**src/rtl/dbus_arbiter.sv**
```systemverilog
// dbus_arbiter
// Shares the single DCache data-bus port between two load lanes and the
// write-buffer drain. Only one transaction is in flight at a time. Its
// response is routed back to whichever source issued it.
//
// Ports
//   clk, reset                     clock and synchronous active-high reset
//   rd_valid/rd_ready [1:0]        per-lane load handshake
//   rd_addr [127:0]                lane addresses, lane i at [64*i +: 64]
//   rd_msize [5:0]                 lane size codes, lane i at [3*i +: 3]
//   rd_dst [2*PREG_W-1:0]          lane destination tags, lane i at [PREG_W*i +: PREG_W]
//   rd_resp_valid/data/dst         load response pulse, raw dword and tag
//   wb_valid/wb_full/wb_ready      write-buffer drain handshake and full flag
//   wb_addr/wb_data/wb_strobe      drain entry at the write-buffer head
//   wb_ack                         drain completion pulse
//   dreq_*                         request to the DCache
//   dresp_addr_ok/data_ok/data     DCache accept, completion and load data
module dbus_arbiter #(
    parameter int PREG_W     = 7,
    parameter int STARVE_MAX = 8
) (
    input  logic                  clk,
    input  logic                  reset,
    input  logic [1:0]            rd_valid,
    output logic [1:0]            rd_ready,
    input  logic [127:0]          rd_addr,
    input  logic [5:0]            rd_msize,
    input  logic [2*PREG_W-1:0]   rd_dst,
    output logic [1:0]            rd_resp_valid,
    output logic [63:0]           rd_resp_data,
    output logic [PREG_W-1:0]     rd_resp_dst,
    input  logic                  wb_valid,
    input  logic                  wb_full,
    output logic                  wb_ready,
    input  logic [63:0]           wb_addr,
    input  logic [63:0]           wb_data,
    input  logic [7:0]            wb_strobe,
    output logic                  wb_ack,
    output logic                  dreq_valid,
    output logic                  dreq_write,
    output logic [63:0]           dreq_addr,
    output logic [63:0]           dreq_data,
    output logic [7:0]            dreq_strobe,
    output logic [2:0]            dreq_size,
    input  logic                  dresp_addr_ok,
    input  logic                  dresp_data_ok,
    input  logic [63:0]           dresp_data
);

    localparam int CNT_W = $clog2(STARVE_MAX + 1);
    localparam logic [CNT_W-1:0] CNT_MAX = CNT_W'(STARVE_MAX);

    typedef enum logic [1:0] {
        IDLE = 2'd0,
        REQ  = 2'd1,
        WAIT = 2'd2
    } state_t;

    state_t              state_q, state_d;
    logic                rr_q, rr_d;
    logic [CNT_W-1:0]    starve_cnt_q, starve_cnt_d;
    logic [63:0]         addr_q, addr_d;
    logic [63:0]         data_q, data_d;
    logic [7:0]          strobe_q, strobe_d;
    logic [2:0]          size_q, size_d;
    logic [PREG_W-1:0]   dst_q, dst_d;
    logic                write_q, write_d;
    logic                lane_q, lane_d;

    logic                starve_hit;
    logic                load_go;
    logic                load_lane;
    logic                complete;

    // State and latched transaction fields. Reset drops any in-flight
    // transaction; its response is never reported.
    always_ff @(posedge clk) begin
        if (reset) begin
            state_q      <= IDLE;
            rr_q         <= 1'b0;
            starve_cnt_q <= '0;
            addr_q       <= '0;
            data_q       <= '0;
            strobe_q     <= '0;
            size_q       <= '0;
            dst_q        <= '0;
            write_q      <= 1'b0;
            lane_q       <= 1'b0;
        end else begin
            state_q      <= state_d;
            rr_q         <= rr_d;
            starve_cnt_q <= starve_cnt_d;
            addr_q       <= addr_d;
            data_q       <= data_d;
            strobe_q     <= strobe_d;
            size_q       <= size_d;
            dst_q        <= dst_d;
            write_q      <= write_d;
            lane_q       <= lane_d;
        end
    end

    // Arbitration in IDLE, request presentation in REQ, completion routing
    // in REQ (combined addr_ok/data_ok) or WAIT. Everything is suppressed
    // while reset is high so an abort never leaks a response pulse.
    always_comb begin
        state_d       = state_q;
        rr_d          = rr_q;
        starve_cnt_d  = starve_cnt_q;
        addr_d        = addr_q;
        data_d        = data_q;
        strobe_d      = strobe_q;
        size_d        = size_q;
        dst_d         = dst_q;
        write_d       = write_q;
        lane_d        = lane_q;
        rd_ready      = 2'b00;
        rd_resp_valid = 2'b00;
        rd_resp_data  = '0;
        rd_resp_dst   = '0;
        wb_ready      = 1'b0;
        wb_ack        = 1'b0;
        dreq_valid    = 1'b0;
        dreq_write    = 1'b0;
        dreq_addr     = '0;
        dreq_data     = '0;
        dreq_strobe   = '0;
        dreq_size     = '0;
        complete      = 1'b0;
        load_go       = 1'b0;
        load_lane     = rr_q;

        starve_hit = (starve_cnt_q == CNT_MAX);

        if (!reset) begin
            case (state_q)
                IDLE: begin
                    // Forced drain outranks loads; the RR lane is tried before the other lane.
                    if (wb_valid && (wb_full || starve_hit)) begin
                        wb_ready = 1'b1;
                    end else if (rd_valid[rr_q]) begin
                        load_go   = 1'b1;
                        load_lane = rr_q;
                    end else if (rd_valid[~rr_q]) begin
                        load_go   = 1'b1;
                        load_lane = ~rr_q;
                    end else if (wb_valid) begin
                        wb_ready = 1'b1;
                    end

                    if (load_go) begin
                        rd_ready[load_lane] = 1'b1;
                        addr_d   = rd_addr[64*load_lane +: 64];
                        data_d   = '0;
                        strobe_d = '0;
                        size_d   = rd_msize[3*load_lane +: 3];
                        dst_d    = rd_dst[PREG_W*load_lane +: PREG_W];
                        write_d  = 1'b0;
                        lane_d   = load_lane;
                        rr_d     = ~load_lane;
                        if (wb_valid && !starve_hit) begin
                            starve_cnt_d = starve_cnt_q + 1'b1;
                        end
                        state_d = REQ;
                    end else if (wb_ready) begin
                        addr_d       = wb_addr;
                        data_d       = wb_data;
                        strobe_d     = wb_strobe;
                        size_d       = 3'd3;
                        dst_d        = '0;
                        write_d      = 1'b1;
                        starve_cnt_d = '0;
                        state_d      = REQ;
                    end
                end
                REQ: begin
                    dreq_valid  = 1'b1;
                    dreq_write  = write_q;
                    dreq_addr   = addr_q;
                    dreq_data   = data_q;
                    dreq_strobe = strobe_q;
                    dreq_size   = size_q;
                    if (dresp_addr_ok) begin
                        if (dresp_data_ok) begin
                            complete = 1'b1;
                            state_d  = IDLE;
                        end else begin
                            state_d = WAIT;
                        end
                    end
                end
                WAIT: begin
                    if (dresp_data_ok) begin
                        complete = 1'b1;
                        state_d  = IDLE;
                    end
                end
                default: begin
                    state_d = IDLE;
                end
            endcase

            if (complete) begin
                if (write_q) begin
                    wb_ack = 1'b1;
                end else begin
                    rd_resp_valid[lane_q] = 1'b1;
                    rd_resp_data          = dresp_data;
                    rd_resp_dst           = dst_q;
                end
            end
        end
    end

endmodule

```
**config.mk**
```make
export PLATFORM = sky130hd
export DESIGN_NAME = dbus_arbiter
export DESIGN_NICKNAME = d
export VERILOG_FILES = /design/src/rtl/dbus_arbiter.sv
export SDC_FILE = /design/constraint.sdc
export NUM_CORES = 1
export LEC_CHECK = 0
export CAP_MARGIN = 20
export CORE_AREA = 8 8 216 218
export CTS_CLUSTER_SIZE = 40
export DETAILED_ROUTE_END_ITERATION = 12
export DIE_AREA = 0 0 224 226
export DONT_BUFFER_PORTS = 1
export GPL_TIMING_DRIVEN = 0
export PLACE_DENSITY = 0.31
export SYNTH_ARGS = -nofsm -noshare
export SYNTH_HDL_FRONTEND = slang
export SYNTH_SLANG_ARGS = --single-unit
```
**constraint.sdc**
```tcl
create_clock -name clk -period 2.9 [get_ports clk]
set_input_delay 0.725 -clock clk [delete_from_list [all_inputs] [get_ports clk]]
set_output_delay 0.725 -clock clk [all_outputs]
set_load 0.05 [all_outputs]
```
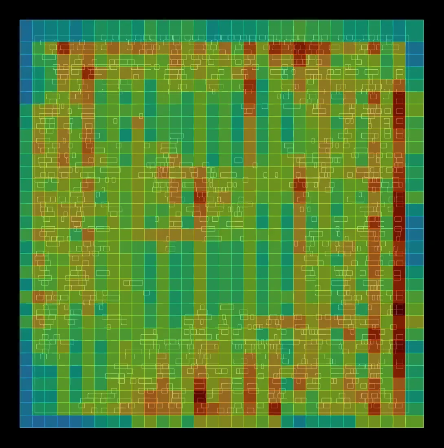
congestion.png
routed len/inst: 29.1 microns
met3 track utilization from global routing: 7.75%

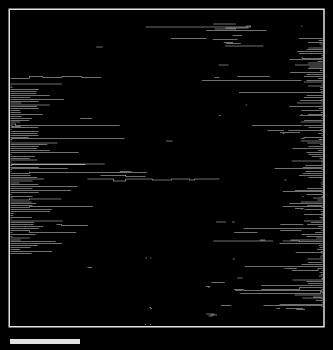
layer_met3.png
Bar = 50 microns.
longest straight run: 84.0 microns
nets with wire on the layer: 269
main direction: horizontal

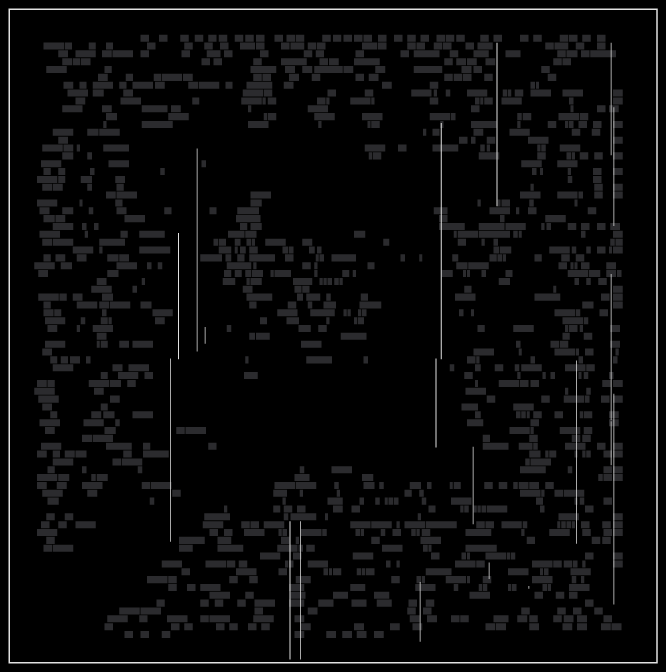
layer_met4.png
Cells faint in the background.
nets with wire on the layer: 15
main direction: vertical
longest straight run: 81.6 microns
share of all routed wire: 1.7%
wire length on this layer: 780 microns
vias after detailed routing: 7767
DRT Wirelength: 45400 microns

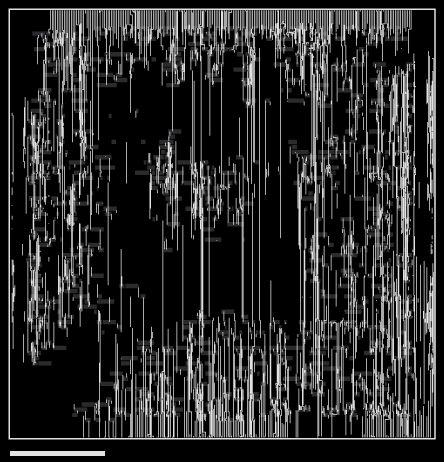
layer_met2.png
Bar = 50 microns. Cells faint in the background.
nets with wire on the layer: 1194
longest straight run: 144 microns
share of all routed wire: 49%
main direction: vertical
wire length on this layer: 22.2 mm

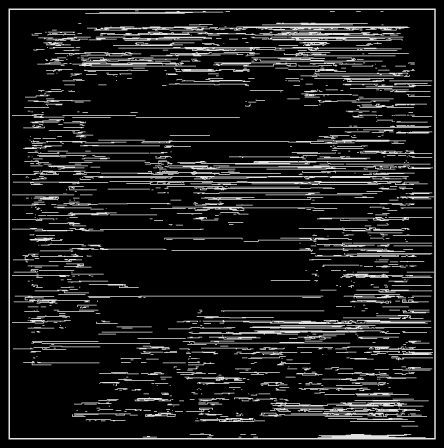
layer_met1.png
share of all routed wire: 39%
wire length on this layer: 17900 microns
global-route track usage on met1: 19.2%

## routing by layer
metal / vias to the layer above / track usage, % / part of all wire (%)
met2: 332 / 27.9 / 49
met5: - / 0 / 0.084
met4: 6 / 5.42 / 1.7
li1: 3549 / - / -
met1: 3838 / 19.2 / 39
met3: 42 / 7.75 / 10
## flip-flops by register name (all words and copies together) (netlist names)
register / flops
addr_q: 64
data_q: 64
strobe_q: 8
dst_q: 7
starve_cnt_q: 4
size_q: 3
state_q: 2
lane_q: 1
rr_q: 1
write_q: 1
## through the flow
stage,cells,instance area [sq um],setup TNS (ns),worst slack [ns]
2_1_floorplan,910,8270,-0.00877,-0.00877
3_3_place_gp,1502,9010,-103.41,-1.12
3_5_place_dp,1502,9020,-105.04,-1.14
4_1_cts,1556,10900,-0.0324,-0.0174
5_1_grt,1560,10900,-2.24,-0.0633
6_report,1560,10900,0,0.0613
## power groups by stage
stage	clock, uW	combinational, uW	sequential, uW
after floorplan	0	1130	2460
after global placement	0	1550	2490
after detailed placement	0	1550	2490
after CTS	2710	1740	2460
after global routing	2770	1850	2490
final	2580	1710	2460
## cell usage in the layout, fill, tap and decap left out, types with 3 or more instances in the layout
| cell | instances |
|---|---|
| clkbuf_1 | 26 |
| a221oi_1 | 52 |
| clkbuf_4 | 5 |
| and3_2 | 31 |
| buf_4 | 19 |
| ha_1 | 3 |
| dfxtp_1 | 151 |
| and2_4 | 161 |
| a311oi_1 | 3 |
| bufinv_16 | 5 |
| nor3_1 | 64 |
| ha_4 | 3 |
| nor2b_1 | 3 |
| buf_8 | 5 |
| clkbuf_2 | 9 |
| a32oi_1 | 8 |
| a22o_1 | 22 |
| clkbuf_8 | 10 |
| buf_6 | 15 |
| buf_2 | 42 |
| clkbuf_16 | 26 |
| nor2_1 | 80 |
| a32o_1 | 122 |
| and3_4 | 19 |
| a21oi_1 | 4 |
| diode_2 | 3 |
| a221oi_2 | 13 |
| nand2_1 | 9 |
| nand3_1 | 3 |
| clkinvlp_4 | 3 |
| inv_1 | 3 |
## layout make-up
class                   count  area (sq um)  share of cell area (%)
multi-input cells         632          5210                    47.6
flip-flops and latches    155          3110                    28.5
plain buffers             113           851                    7.78
well taps                 592           741                    6.78
clock buffers              22           474                    4.34
repair buffers             26           319                    2.92
clock inverters            10           186                    1.71
inverters                   7          31.3                   0.286
diodes                      3          7.51                  0.0687
## worst max path at each step
stage,to,start,slack (ns)
after detailed placement,dreq_size[2],reset,-1.14
after CTS,rd_ready[0],starve_cnt_q[0],-0.02
final,rd_resp_data[56],state_q[0],0.06
after global routing,rd_resp_data[56],state_q[0],-0.06
after floorplan,rd_ready[1],wb_valid,-0.009
after global placement,dreq_size[2],reset,-1.12
## worst max-delay path, stage by stage, from the launching register on
cell       delay, ns
dfxtp_4         0.37
buf_6           0.10
ha_4            0.16
a21oi_4         0.07
nor4_4          0.21
buf_6           0.19
buf_12          0.15
clkbuf_16       0.15
and2_4          0.25
## timing repair
action                                 in CTS  in global routing
pin swaps                                  32                 49
setup endpoints to repair                 218                 95
gates resized                             500                 11
setup buffers                              17                  1
cloned                                      7                  1
endpoints found under the hold margin       0                  0
==> impl.org <==
#+TITLE: Flow metrics

** Status
- Status :: finished clean

** Hold path
- Worst hold start :: wb_data[18]
- Hold analysis shows the worst path with a depth of 1.
- Path category of the worst min-delay check :: in2reg
- Worst Hold Path EP :: data_q[18]

** CTS
- Counting along the longest clock path gives a buffer depth of 2.
- Number of buffers created by CTS :: 17
- Clock root buffer :: clkbuf_16
- The H-tree was split into 4 levels.

** Power and ir drop
- Clock Power Share :: 38.3%
- Of the total power, registers draw 36.4%.
- The final power report lists total power as 6750 uW.
- The analysis attributes to cell leakage a power of 0.00418 uW.
- Worst vdd rail ir drop :: around 0.40 mV
- P per Cell Area :: 617 nW/um^2
- Combinational Power Share :: between 20% and 30%
- Fraction of power spent switching nets :: between 30% and 40%

** Drt
- Remaining design rule violation count :: 0
- For this run, the detailed router's first-pass iteration total came to 5.
- First DRT Iteration DRCs :: 471

** Job
- Tool warnings :: 33
- The tool flagged a number of max-cap violations equal to 0.

** Global route
- Via count of the first global-routing pass :: 8021
- Global Route Usage Sum :: 16.9%
- First-pass GRT wire length :: 62200 microns
- Initial antenna violation count :: 7
- Largest net degree at the start of global routing :: 20

** Logic synthesis
- After synthesis, the share of flip-flops with an asynchronous set or reset is 0%.
- Cell area leaders :: dfxtp_1 (38%), a32o_1 (15%), and2_1 (12%)
- Per the synthesis report, the AND-OR/OR-AND share of the synthesized area is 27.9%.
- The commonest cells after synthesis are and2_1 (162), dfxtp_1 (155), a32o_1 (122), nor2_1 (80), nor3_1 (66).
- Post-synthesis, Yosys gives the total cell area as 8250 sq um.
- Number of register bits inferred by synthesis :: 155
- Cell variety after synth :: 42
- Measured against the total synthesized area, the mux share comes to 0.121%.
- Post-synth seq share :: between 30% and 40%
- Before any placement, the netlist area is recorded as just over 8000 sq um.
- The synthesized instance count is just over 900.
- After synthesis, the largest family of logic cells by area is AND-OR/OR-AND gates.
- After synthesis, the largest area contributor takes up between 30% and 40% of total cell area.
- The cell-mix breakdown from Yosys lists the adder-cell area share as 0.910%.
- Number of enable-type register cells in the synthesized netlist :: 0
- Per the synthesis report, the XOR/XNOR share of the synthesized area is 0.212%.
- Looking at the gate-level netlist, the highest instance count belongs to and2_1.
- Per the post-synthesis report, the nets total between 1000 and 1500.
- For reference, the post-synthesis area per instance comes to 9.07 sq um.
- Yosys synthesis warning count :: 0
- After synthesis, the design contains between 900 and 1000 cells according to Yosys.
- Predominant post-synthesis flop cell :: dfxtp_1

** Critical path
- Reg2reg start :: state_q[0]
- The critical path is of the reg2out type.
- Cell depth of the worst flop-to-flop path :: 7
- Reg-to-reg endpoint :: addr_q[35]
- Crit Path Max Fanout :: 5
- Data arrival time of the worst path :: about 2.1 ns

** STA
- In the final run the clock tree shows a worst skew of 0.00924 ns.
- Finish-stage setup viols :: 0
- Hold-check failures listed in the final report amount to 0.
- At the pin with the least slew margin, the transition time is 0.853 ns.
- Clock period minus worst slack :: 2.84 ns
- Worst rel slew slack :: 42.9%
- Worst hold margin :: 0.403 ns
- Final worst path period share :: 97.9%

** Placement
- Buffers placed on the I/O ports in this run total 0.
- After its last routability iteration, the placer logged a weighted congestion of 0.812.
- Once detailed placement completed, the half-perimeter wirelength came to between 30000 and 40000 microns.

** Die
- DIE WIDTH :: ~220 microns
- After floorplanning, the die was sized to cover 50600 sq um.
- I/O pin total :: 574
- The floorplan step records an initial core utilization of 19.0%.
- In this run the standard cell core region covers between 40000 and 50000 sq um.
- Die height :: 226 microns

** Finish
- The flow measured a signed area growth from synthesis to layout of 32.5%.
- The post-route netlist has between 40 and 50% of its cells at a drive strength greater than 1.
- Nets :: 1314
- The filler cells instantiated in the layout total 4751.
No activity file was given, so power comes from the tool's default toggle rates.
